File: config.mk
export PLATFORM = sky130hd
export DESIGN_NAME = dbg_tap_flat
export DESIGN_NICKNAME = d
export VERILOG_FILES = /design/src/rtl/dbg_pkg.sv /design/src/rtl/dbg_tap_if.sv /design/src/rtl/dbg_shreg.sv /design/src/rtl/dbg_tap.sv /design/src/flat_wrapper.sv
export SDC_FILE = /design/constraint.sdc
export NUM_CORES = 1
export LEC_CHECK = 0
export CAP_MARGIN = 20
export CORE_ASPECT_RATIO = 2
export CORE_MARGIN = 2
export CORE_UTILIZATION = 57
export DETAILED_ROUTE_END_ITERATION = 8
export PLACE_DENSITY = 0.95
export SYNTH_ARGS = -nofsm -noshare
export SYNTH_HDL_FRONTEND = slang
export SYNTH_SLANG_ARGS = --single-unit
export TNS_END_PERCENT = 100
File: constraint.sdc
create_clock -name clk -period 5.2 [get_ports clk]
set_input_delay 1.04 -clock clk [delete_from_list [all_inputs] [get_ports clk]]
set_output_delay 1.04 -clock clk [all_outputs]
set_load 0.05 [all_outputs]
File: src/rtl/dbg_pkg.sv
// Shared types and constants for the debug tap controller.
//   state_t      : controller state encoding
//   UTAP_*       : well-known tap domain numbers (0 is reserved for "idle")
//   ERR_WORD_DEF : default response word for timeouts and invalid domains
package dbg_pkg;

  typedef enum logic [1:0] {
    IDLE,
    SHIFT_IN,
    REQ,
    SHIFT_OUT
  } state_t;

  localparam int UTAP_PC  = 1;
  localparam int UTAP_GPR = 2;
  localparam int UTAP_MEM = 3;

  localparam logic [15:0] ERR_WORD_DEF = 16'hDEAD;

endpackage

File: src/rtl/dbg_tap_if.sv
// Core-side tap handshake bundle.
//   tap_req   : request, held until ack or timeout (controller -> core)
//   tap_dom   : latched domain, valid while tap_req   (controller -> core)
//   tap_arg   : shifted-in argument, valid while tap_req (controller -> core)
//   tap_ack   : completion strobe                    (core -> controller)
//   tap_rdata : response data, sampled with tap_ack  (core -> controller)
// Modports: master = controller side, slave = core side.
interface dbg_tap_if #(
  parameter int DATA_W = 16,
  parameter int SEL_W  = 3
) ();

  logic              tap_req;
  logic [SEL_W-1:0]  tap_dom;
  logic [DATA_W-1:0] tap_arg;
  logic              tap_ack;
  logic [DATA_W-1:0] tap_rdata;

  modport master (
    output tap_req, tap_dom, tap_arg,
    input  tap_ack, tap_rdata
  );

  modport slave (
    input  tap_req, tap_dom, tap_arg,
    output tap_ack, tap_rdata
  );

endinterface

File: src/rtl/dbg_shreg.sv
// DATA_W-bit shift register for the debug tap.
//   clk, rst_n : clock, asynchronous active-low reset
//   clr        : synchronous clear (highest priority)
//   load       : parallel load of load_val
//   shift      : shift left by one, sin enters at bit 0
//   sin        : serial input
//   shifted    : value the register would take on a shift (used for capture)
//   msb        : current MSB, the serial output bit
module dbg_shreg #(
  parameter int DATA_W = 16
) (
  input  logic              clk,
  input  logic              rst_n,
  input  logic              clr,
  input  logic              load,
  input  logic [DATA_W-1:0] load_val,
  input  logic              shift,
  input  logic              sin,
  output logic [DATA_W-1:0] shifted,
  output logic              msb
);

  logic [DATA_W-1:0] q;

  assign shifted = {q[DATA_W-2:0], sin};
  assign msb     = q[DATA_W-1];

  always_ff @(posedge clk or negedge rst_n) begin
    if (!rst_n) begin
      q <= '0;
    end else if (clr) begin
      q <= '0;
    end else if (load) begin
      q <= load_val;
    end else if (shift) begin
      q <= shifted;
    end
  end

endmodule

File: src/rtl/dbg_tap.sv
// Bit-serial debug tap controller.
// A nonzero sel opens a frame: DATA_W argument bits are shifted in on dbg_rx
// (MSB first), one tap transaction runs on the tap interface, and a DATA_W
// response is shifted out on dbg_tx (MSB first).
//   clk, rst_n : clock, asynchronous active-low reset
//   sel        : domain select, nonzero opens a frame, zero aborts a frame
//   dbg_rx     : serial data in
//   dbg_tx     : serial data out
//   busy       : high in every state except IDLE
//   err        : sticky timeout / invalid-domain flag, cleared at frame start
//   tap        : tap handshake (master side)
module dbg_tap
  import dbg_pkg::*;
#(
  parameter int                DATA_W   = 16,
  parameter int                SEL_W    = 3,
  parameter int                N_DOM    = 4,
  parameter int                TIMEOUT  = 255,
  parameter logic [DATA_W-1:0] ERR_WORD = DATA_W'(ERR_WORD_DEF)
) (
  input  logic             clk,
  input  logic             rst_n,
  input  logic [SEL_W-1:0] sel,
  input  logic             dbg_rx,
  output logic             dbg_tx,
  output logic             busy,
  output logic             err,
  dbg_tap_if.master        tap
);

  localparam int CNT_W = $clog2(DATA_W + 1);
  localparam int TMR_W = $clog2(TIMEOUT + 1);

  state_t            state;
  logic [SEL_W-1:0]  dom_q;
  logic [CNT_W-1:0]  cnt;
  logic [TMR_W-1:0]  timer;
  logic              tx_en;

  logic              sh_clr;
  logic              sh_load;
  logic [DATA_W-1:0] sh_val;
  logic              sh_shift;
  logic              sh_in;
  logic [DATA_W-1:0] sh_shifted;
  logic              sh_msb;

  logic last_bit;
  logic dom_bad;
  logic timeout_hit;

  assign last_bit    = (cnt == CNT_W'(DATA_W - 1));
  assign dom_bad     = (int'(dom_q) >= N_DOM);
  assign timeout_hit = (timer == TMR_W'(TIMEOUT));

  // The shift register is cleared on abort and fully shifted out (zero fill)
  // at the end of a frame, so its MSB gated by tx_en is the serial output.
  assign dbg_tx = tx_en & sh_msb;

  always_comb begin
    sh_clr   = 1'b0;
    sh_load  = 1'b0;
    sh_val   = '0;
    sh_shift = 1'b0;
    sh_in    = 1'b0;
    case (state)
      SHIFT_IN: begin
        if (sel == '0) begin
          sh_clr = 1'b1;
        end else if (last_bit && dom_bad) begin
          sh_load = 1'b1;
          sh_val  = ERR_WORD;
        end else begin
          sh_shift = 1'b1;
          sh_in    = dbg_rx;
        end
      end
      REQ: begin
        // ack beats a simultaneous timeout
        if (tap.tap_ack) begin
          sh_load = 1'b1;
          sh_val  = tap.tap_rdata;
        end else if (timeout_hit) begin
          sh_load = 1'b1;
          sh_val  = ERR_WORD;
        end
      end
      SHIFT_OUT: begin
        if (sel == '0) sh_clr = 1'b1;
        else           sh_shift = 1'b1;
      end
      default: ;
    endcase
  end

  dbg_shreg #(.DATA_W(DATA_W)) u_shreg (
    .clk      (clk),
    .rst_n    (rst_n),
    .clr      (sh_clr),
    .load     (sh_load),
    .load_val (sh_val),
    .shift    (sh_shift),
    .sin      (sh_in),
    .shifted  (sh_shifted),
    .msb      (sh_msb)
  );

  always_ff @(posedge clk or negedge rst_n) begin
    if (!rst_n) begin
      state       <= IDLE;
      dom_q       <= '0;
      cnt         <= '0;
      timer       <= '0;
      tx_en       <= 1'b0;
      busy        <= 1'b0;
      err         <= 1'b0;
      tap.tap_req <= 1'b0;
      tap.tap_dom <= '0;
      tap.tap_arg <= '0;
    end else begin
      case (state)
        IDLE: begin
          if (sel != '0) begin
            dom_q <= sel;
            err   <= 1'b0;
            cnt   <= '0;
            busy  <= 1'b1;
            state <= SHIFT_IN;
          end
        end
        SHIFT_IN: begin
          if (sel == '0) begin
            cnt   <= '0;
            busy  <= 1'b0;
            state <= IDLE;
          end else if (last_bit) begin
            cnt <= '0;
            if (dom_bad) begin
              err   <= 1'b1;
              tx_en <= 1'b1;
              state <= SHIFT_OUT;
            end else begin
              // capture includes the bit arriving this cycle
              tap.tap_req <= 1'b1;
              tap.tap_arg <= sh_shifted;
              tap.tap_dom <= dom_q;
              timer       <= '0;
              state       <= REQ;
            end
          end else begin
            cnt <= cnt + CNT_W'(1);
          end
        end
        REQ: begin
          // sel is ignored here so a handshake is never torn
          if (tap.tap_ack) begin
            tap.tap_req <= 1'b0;
            tx_en       <= 1'b1;
            state       <= SHIFT_OUT;
          end else if (timeout_hit) begin
            tap.tap_req <= 1'b0;
            err         <= 1'b1;
            tx_en       <= 1'b1;
            state       <= SHIFT_OUT;
          end else begin
            timer <= timer + TMR_W'(1);
          end
        end
        SHIFT_OUT: begin
          if (sel == '0 || last_bit) begin
            cnt   <= '0;
            tx_en <= 1'b0;
            busy  <= 1'b0;
            state <= IDLE;
          end else begin
            cnt <= cnt + CNT_W'(1);
          end
        end
        default: state <= IDLE;
      endcase
    end
  end

endmodule
File: src/flat_wrapper.sv
// flat-port wrapper written by rule: the top's interface ports become plain ports
module dbg_tap_flat import dbg_pkg::*;
#(
  parameter int                DATA_W   = 16,
  parameter int                SEL_W    = 3,
  parameter int                N_DOM    = 4,
  parameter int                TIMEOUT  = 255,
  parameter logic [DATA_W-1:0] ERR_WORD = DATA_W'(ERR_WORD_DEF)
)
  (clk, rst_n, sel, dbg_rx, dbg_tx, busy, err, tap_tap_req, tap_tap_dom, tap_tap_arg, tap_tap_ack, tap_tap_rdata);
  dbg_tap_if #(.DATA_W(DATA_W), .SEL_W(SEL_W)) tap_i ();
  input  logic clk;
  input  logic rst_n;
  input  logic [SEL_W-1:0] sel;
  input  logic dbg_rx;
  output logic dbg_tx;
  output logic busy;
  output logic err;
  output wire logic [$bits(tap_i.tap_req)-1:0] tap_tap_req;
  output wire logic [$bits(tap_i.tap_dom)-1:0] tap_tap_dom;
  output wire logic [$bits(tap_i.tap_arg)-1:0] tap_tap_arg;
  input wire logic [$bits(tap_i.tap_ack)-1:0] tap_tap_ack;
  input wire logic [$bits(tap_i.tap_rdata)-1:0] tap_tap_rdata;
  assign tap_tap_req = tap_i.tap_req;
  assign tap_tap_dom = tap_i.tap_dom;
  assign tap_tap_arg = tap_i.tap_arg;
  assign tap_i.tap_ack = tap_tap_ack;
  assign tap_i.tap_rdata = tap_tap_rdata;
  dbg_tap #(.DATA_W(DATA_W), .SEL_W(SEL_W), .N_DOM(N_DOM), .TIMEOUT(TIMEOUT), .ERR_WORD(ERR_WORD)) u_core (.clk(clk), .rst_n(rst_n), .sel(sel), .dbg_rx(dbg_rx), .dbg_tx(dbg_tx), .busy(busy), .err(err), .tap(tap_i));
endmodule
==> metrics.yaml <==
logic_synthesis:
  ys.flop_type: "dfrtp_1"
  synth-edff-count: 0
  synth_cells: 255
  ys_ff: 57
  yosys.area.top_type_share_pct: 49.91
  netlist.top_cell.by_area: "dfrtp_1"
grt:
  grt_pass1_wl_microns: 10690
  grt_max_degree: 58
  grt_pass1_vias: 2346
run_status:
  outcome: "complete, no violations"
setup_path:
  cp.buffers_inverters: 1
  critPathCaptureType: "flop"
  slowest_stage: "o31ai_1"
  max_stage_delay_ns: 0.53
flow_run:
  log.warning_count: 32
clocking:
  cts.root.buffer_cell: "clkbuf_8"
route:
  ant_nets: 0
  wl_met1_microns: 2389
timing:
  hold_viol: 0
  max_freq_mhz: 357.1
  finalCritPeriodShare_pct: 53.85
  fin_skew_ns: 0.007418
  worstMarginPinSlew_ns: 0.9690
final_layout:
  nonClkBufAreaFrac_pct: 12.86
  comb_area_share_pct: 38.10
  largest_cell_class: "flip-flops and latches"
  nets: 335
  diodes: 0
  regArea_sq_um: 1426
  clock_area_share_pct: 5.544
  final_area_sq_um: 3521
floorplan:
  die_x_microns: 54.07
placement:
  place.gp.congestion: 0.9080
-- logic make-up (layout without fill, tap and decap cells) --
| family | count (synthesis) | count (layout) | synth area share (%) |
|---|---|---|---|
| AOI/OAI and AO/OA | 74 | 74 | 20.58 |
| and+or+nand+nor | 71 | 71 | 12.83 |
| DFF | 57 | 57 | 49.91 |
| muxes | 21 | 21 | 8.231 |
| buffers and inverters | 19 | 70 | 3.152 |
| adders and majority gates | 10 | 10 | 4.378 |
| xor gates and xnor gates | 3 | 3 | 0.9196 |
-- report_power, final --
group | internal, uW | switching (uW)
Sequential | 545 | 100
Combinational | 249 | 366
Clock | 243 | 169
Total | 1040 | 635
==> images/io_fan.png <==
Drawn at 4 px/micron.
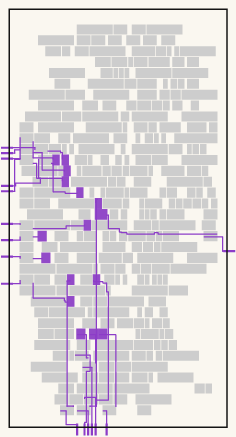
tap_tap_rdata -> purple  # bits 16, direction input, edge 9 left, 6 bottom, 1 right, end cells 16, buffers 16, wire 410 microns

==> images/placement.png <==
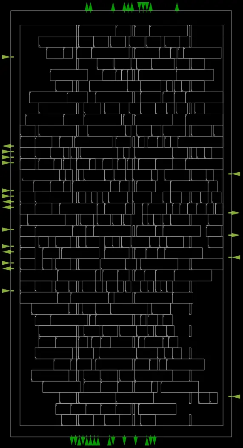
flip-flop and latch share of the layout cell area: 40.51%
Finished Core Util: 72.38%
Layout fillers: 324

